===== src/rtl/ldpc_wb_pkg.sv =====
// Shared constants for the LDPC Wishbone frame loader: register offsets, bit indices,
// FSM state encoding and the codeword word-count derivation.
package ldpc_wb_pkg;

    localparam int unsigned WordW = 32;

    localparam logic [7:0] OffCtrl    = 8'h00;
    localparam logic [7:0] OffStatus  = 8'h04;
    localparam logic [7:0] OffSum     = 8'h08;
    localparam logic [1:0] OffCwPage  = 2'b01;  // 0x40..0x7C
    localparam logic [1:0] OffResPage = 2'b10;  // 0x80..0xBC

    localparam int unsigned CtrlStart  = 0;
    localparam int unsigned CtrlClr    = 1;
    localparam int unsigned CtrlIrqEn  = 2;
    localparam int unsigned CtrlLimLsb = 16;

    localparam int unsigned StatBusy    = 0;
    localparam int unsigned StatDone    = 1;
    localparam int unsigned StatDecErr  = 2;
    localparam int unsigned StatWrViol  = 3;
    localparam int unsigned StatTimeout = 4;
    localparam int unsigned StatMmLsb   = 8;

    typedef enum logic [1:0] {StIdle, StSend, StWait, StDone} state_e;

    function automatic int unsigned calc_nw(int unsigned nn);
        return (nn + WordW - 1) / WordW;
    endfunction

endpackage


===== src/rtl/ldpc_wb_regif.sv =====
// Wishbone slave front end: window decode, single-cycle ack, registered read mux and
// write strobes for the CTRL register and the codeword buffer.
module ldpc_wb_regif
    import ldpc_wb_pkg::*;
#(
    parameter int unsigned NW       = 7,
    parameter logic [31:0] BASE_ADR = 32'h3000_0000
) (
    input  logic             clk_i,
    input  logic             rst_ni,
    input  logic             wbs_cyc_i,
    input  logic             wbs_stb_i,
    input  logic             wbs_we_i,
    input  logic [3:0]       wbs_sel_i,
    input  logic [31:0]      wbs_adr_i,
    input  logic [31:0]      wbs_dat_i,
    output logic             wbs_ack_o,
    output logic [31:0]      wbs_dat_o,
    input  logic [31:0]      ctrl_rd_i,
    input  logic [31:0]      status_rd_i,
    input  logic [31:0]      sum_rd_i,
    input  logic [NW*32-1:0] cw_rd_i,
    input  logic [NW*32-1:0] res_rd_i,
    output logic             ctrl_we_o,
    output logic             cw_we_o,
    output logic [3:0]       cw_idx_o,
    output logic [31:0]      wdata_o,
    output logic [31:0]      wmask_o
);

    logic        ack_q, ack_d;
    logic [31:0] dat_q, dat_d;
    logic        hit, acc;
    logic [7:0]  woff;
    logic [3:0]  widx;
    logic        cw_hit, res_hit;
    logic [31:0] rd;
    logic        unused_adr;

    assign unused_adr = ^wbs_adr_i[1:0];
    assign woff = {wbs_adr_i[7:2], 2'b00};
    assign widx = wbs_adr_i[5:2];
    assign hit  = wbs_cyc_i & wbs_stb_i & (wbs_adr_i[31:8] == BASE_ADR[31:8]);
    // Blocking on ack_q makes a held strobe produce exactly one ack per access.
    assign acc  = hit & ~ack_q;

    always_comb begin
        cw_hit  = 1'b0;
        res_hit = 1'b0;
        rd      = '0;
        for (int i = 0; i < int'(NW); i++) begin
            if (widx == 4'(i) && woff[7:6] == OffCwPage) begin
                cw_hit = 1'b1;
                rd     = cw_rd_i[i*32 +: 32];
            end
            if (widx == 4'(i) && woff[7:6] == OffResPage) begin
                res_hit = 1'b1;
                rd      = res_rd_i[i*32 +: 32];
            end
        end
        if (!cw_hit && !res_hit) begin
            case (woff)
                OffCtrl:   rd = ctrl_rd_i;
                OffStatus: rd = status_rd_i;
                OffSum:    rd = sum_rd_i;
                default:   rd = '0;
            endcase
        end
    end

    always_comb begin
        ack_d = acc;
        dat_d = (acc && !wbs_we_i) ? rd : dat_q;
    end

    always_ff @(posedge clk_i or negedge rst_ni) begin
        if (!rst_ni) begin
            ack_q <= 1'b0;
            dat_q <= '0;
        end else begin
            ack_q <= ack_d;
            dat_q <= dat_d;
        end
    end

    assign wbs_ack_o = ack_q;
    assign wbs_dat_o = dat_q;
    assign ctrl_we_o = acc & wbs_we_i & (woff == OffCtrl);
    assign cw_we_o   = acc & wbs_we_i & cw_hit;
    assign cw_idx_o  = widx;
    assign wdata_o   = wbs_dat_i;
    assign wmask_o   = {{8{wbs_sel_i[3]}}, {8{wbs_sel_i[2]}}, {8{wbs_sel_i[1]}}, {8{wbs_sel_i[0]}}};

endmodule


===== src/rtl/ldpc_wb_frame_loader.sv =====
// Wishbone-to-ldpcEncDec bridge: codeword/result buffers, control FSM and interrupt.
// Optional watchdog on SEND/WAIT enabled by defining LDPC_WB_TIMEOUT_EN.
module ldpc_wb_frame_loader
    import ldpc_wb_pkg::*;
#(
    parameter int unsigned NN       = 208,
    parameter int unsigned MM       = 168,
    parameter int unsigned SUM_LEN  = 32,
    parameter logic [31:0] BASE_ADR = 32'h3000_0000
) (
    input  logic               wb_clk_i,
    input  logic               wb_rst_n_i,
    input  logic               wbs_cyc_i,
    input  logic               wbs_stb_i,
    input  logic               wbs_we_i,
    input  logic [3:0]         wbs_sel_i,
    input  logic [31:0]        wbs_adr_i,
    input  logic [31:0]        wbs_dat_i,
    output logic               wbs_ack_o,
    output logic [31:0]        wbs_dat_o,
    output logic               cw_valid_o,
    input  logic               cw_ready_i,
    output logic [NN-1:0]      cw_data_o,
    input  logic               res_valid_i,
    output logic               res_ready_o,
    input  logic [NN-1:0]      res_data_i,
    input  logic [SUM_LEN-1:0] res_sum_i,
    input  logic               res_err_i,
    output logic               irq_o
);

    localparam int unsigned NW   = calc_nw(NN);
    localparam int unsigned BufW = NW * 32;
    localparam int unsigned PadW = BufW - NN;
    localparam logic [BufW-1:0] ValidMask = {BufW{1'b1}} >> PadW;

    state_e            state_q, state_d;
    logic [BufW-1:0]   cw_q, cw_d, res_q, res_d;
    logic [31:0]       sum_q, sum_d;
    logic              done_q, done_d, dec_err_q, dec_err_d;
    logic              wr_viol_q, wr_viol_d, irq_en_q, irq_en_d;
    logic              ctrl_we, cw_we, start, clr, busy;
    logic [3:0]        cw_idx;
    logic [31:0]       wdata, wmask, ctrl_rd, status_rd;
`ifdef LDPC_WB_TIMEOUT_EN
    logic              timeout_q, timeout_d;
    logic [15:0]       wd_q, wd_d, lim_q, lim_d, limit;
`endif

    ldpc_wb_regif #(
        .NW       (NW),
        .BASE_ADR (BASE_ADR)
    ) u_regif (
        .clk_i       (wb_clk_i),
        .rst_ni      (wb_rst_n_i),
        .wbs_cyc_i   (wbs_cyc_i),
        .wbs_stb_i   (wbs_stb_i),
        .wbs_we_i    (wbs_we_i),
        .wbs_sel_i   (wbs_sel_i),
        .wbs_adr_i   (wbs_adr_i),
        .wbs_dat_i   (wbs_dat_i),
        .wbs_ack_o   (wbs_ack_o),
        .wbs_dat_o   (wbs_dat_o),
        .ctrl_rd_i   (ctrl_rd),
        .status_rd_i (status_rd),
        .sum_rd_i    (sum_q),
        .cw_rd_i     (cw_q),
        .res_rd_i    (res_q),
        .ctrl_we_o   (ctrl_we),
        .cw_we_o     (cw_we),
        .cw_idx_o    (cw_idx),
        .wdata_o     (wdata),
        .wmask_o     (wmask)
    );

    assign busy  = (state_q == StSend) || (state_q == StWait);
    assign start = ctrl_we & wdata[CtrlStart] & wmask[CtrlStart];
    assign clr   = ctrl_we & wdata[CtrlClr] & wmask[CtrlClr];

    always_comb begin
        state_d   = state_q;
        cw_d      = cw_q;
        res_d     = res_q;
        sum_d     = sum_q;
        done_d    = done_q;
        dec_err_d = dec_err_q;
        wr_viol_d = wr_viol_q;
        irq_en_d  = irq_en_q;
`ifdef LDPC_WB_TIMEOUT_EN
        timeout_d = timeout_q;
        lim_d     = lim_q;
        wd_d      = busy ? wd_q + 16'd1 : 16'd0;
        if (ctrl_we) lim_d = (wdata[31:16] & wmask[31:16]) | (lim_q & ~wmask[31:16]);
`endif
        if (ctrl_we && wmask[CtrlIrqEn]) irq_en_d = wdata[CtrlIrqEn];

        // The core may be sampling cw_data_o, so the buffer is frozen while busy.
        if (cw_we) begin
            if (busy) begin
                wr_viol_d = 1'b1;
            end else begin
                for (int i = 0; i < int'(NW); i++) begin
                    if (cw_idx == 4'(i)) cw_d[i*32 +: 32] = (cw_q[i*32 +: 32] & ~wmask) | (wdata & wmask);
                end
            end
        end
        cw_d = cw_d & ValidMask;

        case (state_q)
            StIdle, StDone: begin
                state_d = StIdle;
                if (start) begin
                    state_d   = StSend;
                    done_d    = 1'b0;
                    dec_err_d = 1'b0;
                    wr_viol_d = 1'b0;
`ifdef LDPC_WB_TIMEOUT_EN
                    timeout_d = 1'b0;
`endif
                end
            end
            StSend: if (cw_ready_i) state_d = StWait;
            StWait: begin
                if (res_valid_i) begin
                    state_d   = StDone;
                    res_d     = BufW'(res_data_i);
                    sum_d     = 32'(res_sum_i);
                    dec_err_d = res_err_i;
                    done_d    = 1'b1;
                end
            end
            default: state_d = StIdle;
        endcase

`ifdef LDPC_WB_TIMEOUT_EN
        if (busy && (wd_q + 16'd1 == limit)) begin
            state_d   = StIdle;
            timeout_d = 1'b1;
            done_d    = 1'b1;
        end
`endif

        // CLR outranks START and any result landing in the same cycle.
        if (clr) begin
            state_d   = StIdle;
            res_d     = '0;
            sum_d     = '0;
            done_d    = 1'b0;
            dec_err_d = 1'b0;
            wr_viol_d = 1'b0;
`ifdef LDPC_WB_TIMEOUT_EN
            timeout_d = 1'b0;
`endif
        end
    end

    always_ff @(posedge wb_clk_i or negedge wb_rst_n_i) begin
        if (!wb_rst_n_i) begin
            state_q   <= StIdle;
            cw_q      <= '0;
            res_q     <= '0;
            sum_q     <= '0;
            done_q    <= 1'b0;
            dec_err_q <= 1'b0;
            wr_viol_q <= 1'b0;
            irq_en_q  <= 1'b0;
        end else begin
            state_q   <= state_d;
            cw_q      <= cw_d;
            res_q     <= res_d;
            sum_q     <= sum_d;
            done_q    <= done_d;
            dec_err_q <= dec_err_d;
            wr_viol_q <= wr_viol_d;
            irq_en_q  <= irq_en_d;
        end
    end

`ifdef LDPC_WB_TIMEOUT_EN
    assign limit = (lim_q != 16'd0) ? lim_q : 16'hFFFF;

    always_ff @(posedge wb_clk_i or negedge wb_rst_n_i) begin
        if (!wb_rst_n_i) begin
            timeout_q <= 1'b0;
            wd_q      <= '0;
            lim_q     <= '0;
        end else begin
            timeout_q <= timeout_d;
            wd_q      <= wd_d;
            lim_q     <= lim_d;
        end
    end
`endif

    always_comb begin
        ctrl_rd                  = '0;
        ctrl_rd[CtrlIrqEn]       = irq_en_q;
        status_rd                = '0;
        status_rd[StatBusy]      = busy;
        status_rd[StatDone]      = done_q;
        status_rd[StatDecErr]    = dec_err_q;
        status_rd[StatWrViol]    = wr_viol_q;
        status_rd[StatMmLsb +: 16] = 16'(MM);
`ifdef LDPC_WB_TIMEOUT_EN
        ctrl_rd[CtrlLimLsb +: 16] = lim_q;
        status_rd[StatTimeout]    = timeout_q;
`endif
    end

    assign cw_valid_o  = (state_q == StSend);
    assign res_ready_o = (state_q == StWait);
    assign cw_data_o   = cw_q[NN-1:0];
    assign irq_o       = done_q & irq_en_q;

endmodule


===== config.mk =====
export PLATFORM = sky130hd
export DESIGN_NAME = ldpc_wb_frame_loader
export DESIGN_NICKNAME = d
export VERILOG_FILES = /design/src/rtl/ldpc_wb_pkg.sv /design/src/rtl/ldpc_wb_regif.sv /design/src/rtl/ldpc_wb_frame_loader.sv
export SDC_FILE = /design/constraint.sdc
export NUM_CORES = 1
export LEC_CHECK = 0
export CAP_MARGIN = 20
export CORE_MARGIN = 2
export CORE_UTILIZATION = 45
export CTS_BUF_LIST = sky130_fd_sc_hd__clkbuf_16
export DETAILED_ROUTE_END_ITERATION = 6
export PLACE_DENSITY_LB_ADDON = 0.15
export SLEW_MARGIN = 20
export SYNTH_ARGS = -nofsm -noshare
export SYNTH_HDL_FRONTEND = slang
export SYNTH_SLANG_ARGS = --single-unit

===== constraint.sdc =====
create_clock -name wb_clk_i -period 1.7 [get_ports wb_clk_i]
set_input_delay 0.34 -clock wb_clk_i [delete_from_list [all_inputs] [get_ports wb_clk_i]]
set_output_delay 0.34 -clock wb_clk_i [all_outputs]
set_load 0.02 [all_outputs]

==> reports/metrics.yaml <==
gp_congestion: 0.964
rows: 82
synth.top_cell.area_share: 0.538
route.met2.wl_mm: 49.4
end_kind: "register"
mostFrequentLayoutCell: "nand2_1"
yosysUniqueCellTypes: 63
drv_slew: 0
common_cells: "nand2_1 (561), dfrtp_1 (487), a21oi_1 (302)"
outcome: "complete, but fails checks"
fin_ws_ns: -0.473
rr_startpoint: "u_regif.wbs_ack_o"
top_cell: "nand2_1"
synth-async-reset-ratio: 1.00
htree_levels: 2
layout-drive-gt1-share: 0.364
cp.depth: 8
ys_chip_area_um2: 22700
comb-power_uw: 10500
vias_per_cell: 6.16
dr.pass1.iters: 7
p_int_uw: 25800
relSlewSlack: 0.629
synthToLayoutAreaGrowth_pct: 66.4
drc: 0
synthFlopType: "dfrtp_1"
dp_hpwl_mm: 79.4
cap_violations: 0
startpoint_type: "register"
slowest_delay_ns: 0.38
hold_violations: 0
finalSetupViolations: 491
crit_start: "u_regif.wbs_ack_o"
crit_chain: "nor4_1 -> nand4_1 -> buf_6 -> nor3_4 -> and3_1 -> buf_12 -> nand2_2 -> mux2_2"
avgSynthCellArea_um2: 9.88
crit_buf_inv: 2
top_layer: "met5"
violations: "setup timing"
pg_clk_uw: 11500
[stage by stage]
| step | setup slack, ns | setup TNS (ns) | hold slack, ns | cells | power, µW |
|---|---|---|---|---|---|
| finish | -0.473 | -185.00 | 0.183 | 3944 | 38600 |
| global route | -0.518 | -205.91 | 0.197 | 3943 | 40000 |
| CTS | -0.420 | -198.40 | 0.181 | 3880 | 36500 |
| detailed placement | -1.31 | -510.94 | 0.210 | 3719 | 24900 |
| global placement | -1.32 | -498.72 | 0.210 | 3719 | 24600 |
| floorplan | -0.427 | -169.47 | 0.0444 | 2293 | 20400 |
[layout make-up]
cell class	count	area [µm²]
clock buffer	53	1330
antenna	5	12.5
fill	3475	12200
clock inverter	44	352
inverter	12	45.0
sequential	487	12200
timing repair buffer	1037	11400
tap	672	841
multi-input combinational	1634	11500
Figure 1. Sizing map.
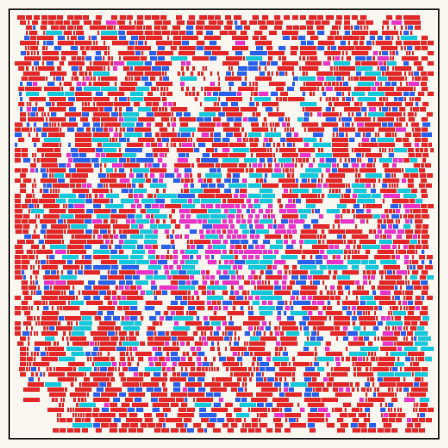
legend:
  red:
    size: x1 and smaller
    cells: 2079
    share: 64%
    most_used: nand2_1
  magenta:
    size: x3 and x4
    cells: 392
    share: 12%
    most_used: buf_4
  blue:
    size: x2
    cells: 545
    share: 17%
    most_used: mux2_2
  cyan:
    size: x6 and larger
    cells: 251
    share: 7.7%
    most_used: buf_12

Figure 2. Routed metal per tile.
Bar = 50 µm. 23 x 23 tiles, from dark purple (low) to yellow (high), scaled to the fullest tile. Values are wire area over tile area, all layers added.
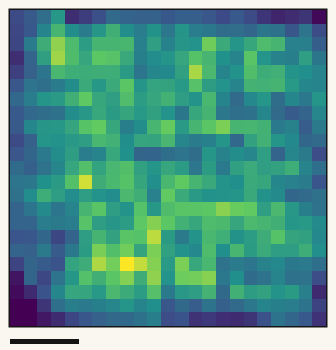
emptiest ninth of the die: bottom left
tiles over half the peak: 51%
mean over tiles: 0.36
fullest tile: 0.75
nearly empty tiles: 0.80%
routed len/inst: 28.3 µm
Routed WL: 112 mm
DR vias: 24300

Figure 3. Congestion heat map.
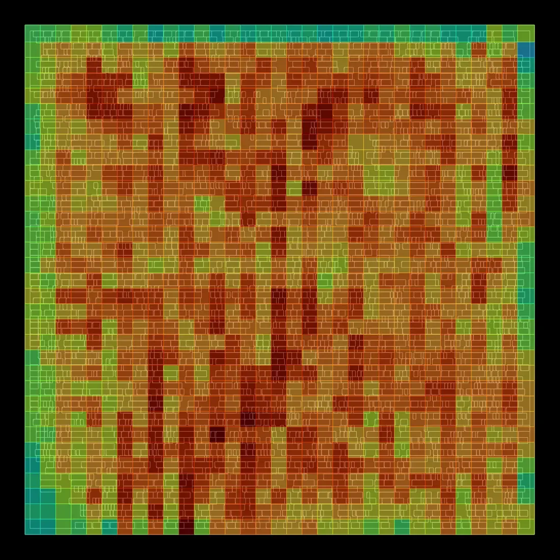
met1 GRT Util: 0.559
GR Layer Usage met3: 0.0858
final core utilization: 0.755
busiest grt layer: met2
GR Util met2: 0.597

Figure 4. Placed cells, one color a class.
Bar = 50 µm.
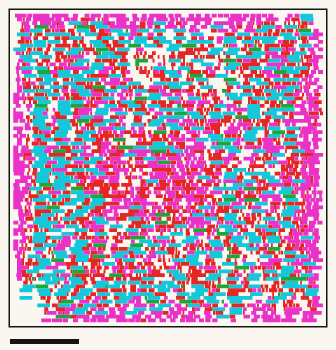
legend:
  green:
    class: clock drivers and dummy loads
    cells: 97
    share_of_their_area: 4.6%
  magenta:
    class: remaining buffers and delay cells
    cells: 1037
    share_of_their_area: 31%
  red:
    class: remaining logic cells
    cells: 1646
    share_of_their_area: 31%
  cyan:
    class: registers
    cells: 487
    share_of_their_area: 33%

Figure 5. I/O nets highlighted.
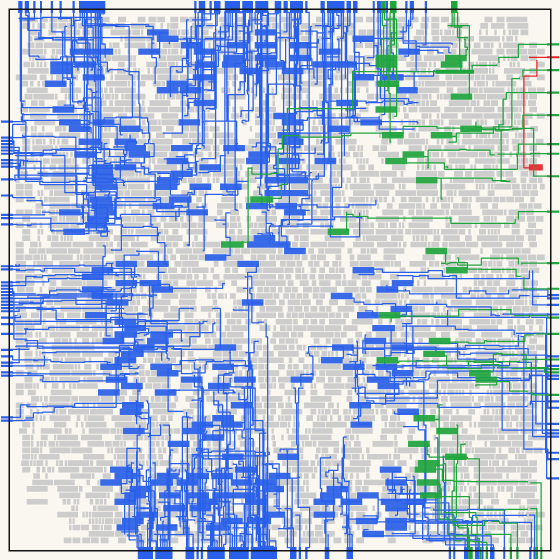
legend:
  red:
    port: `wbs_stb_i`
    bits: 1
    direction: input
    edge: right
    end_cells: 1
    wire: 62.5 µm
  blue:
    port: `cw_data_o`
    bits: 208
    direction: output
    edge: 81 top, 72 bottom, 38 left, 17 right
    end_cells: 208
    wire: 16700 µm
  green:
    port: `wbs_dat_o`
    bits: 32
    direction: output
    edge: 16 right, 8 bottom, 8 top
    end_cells: 32
    wire: 2160 µm
input/output buffers: 557
I/O Pins: 560

Power figures rest on the tool's default switching activity, not on a simulated workload.
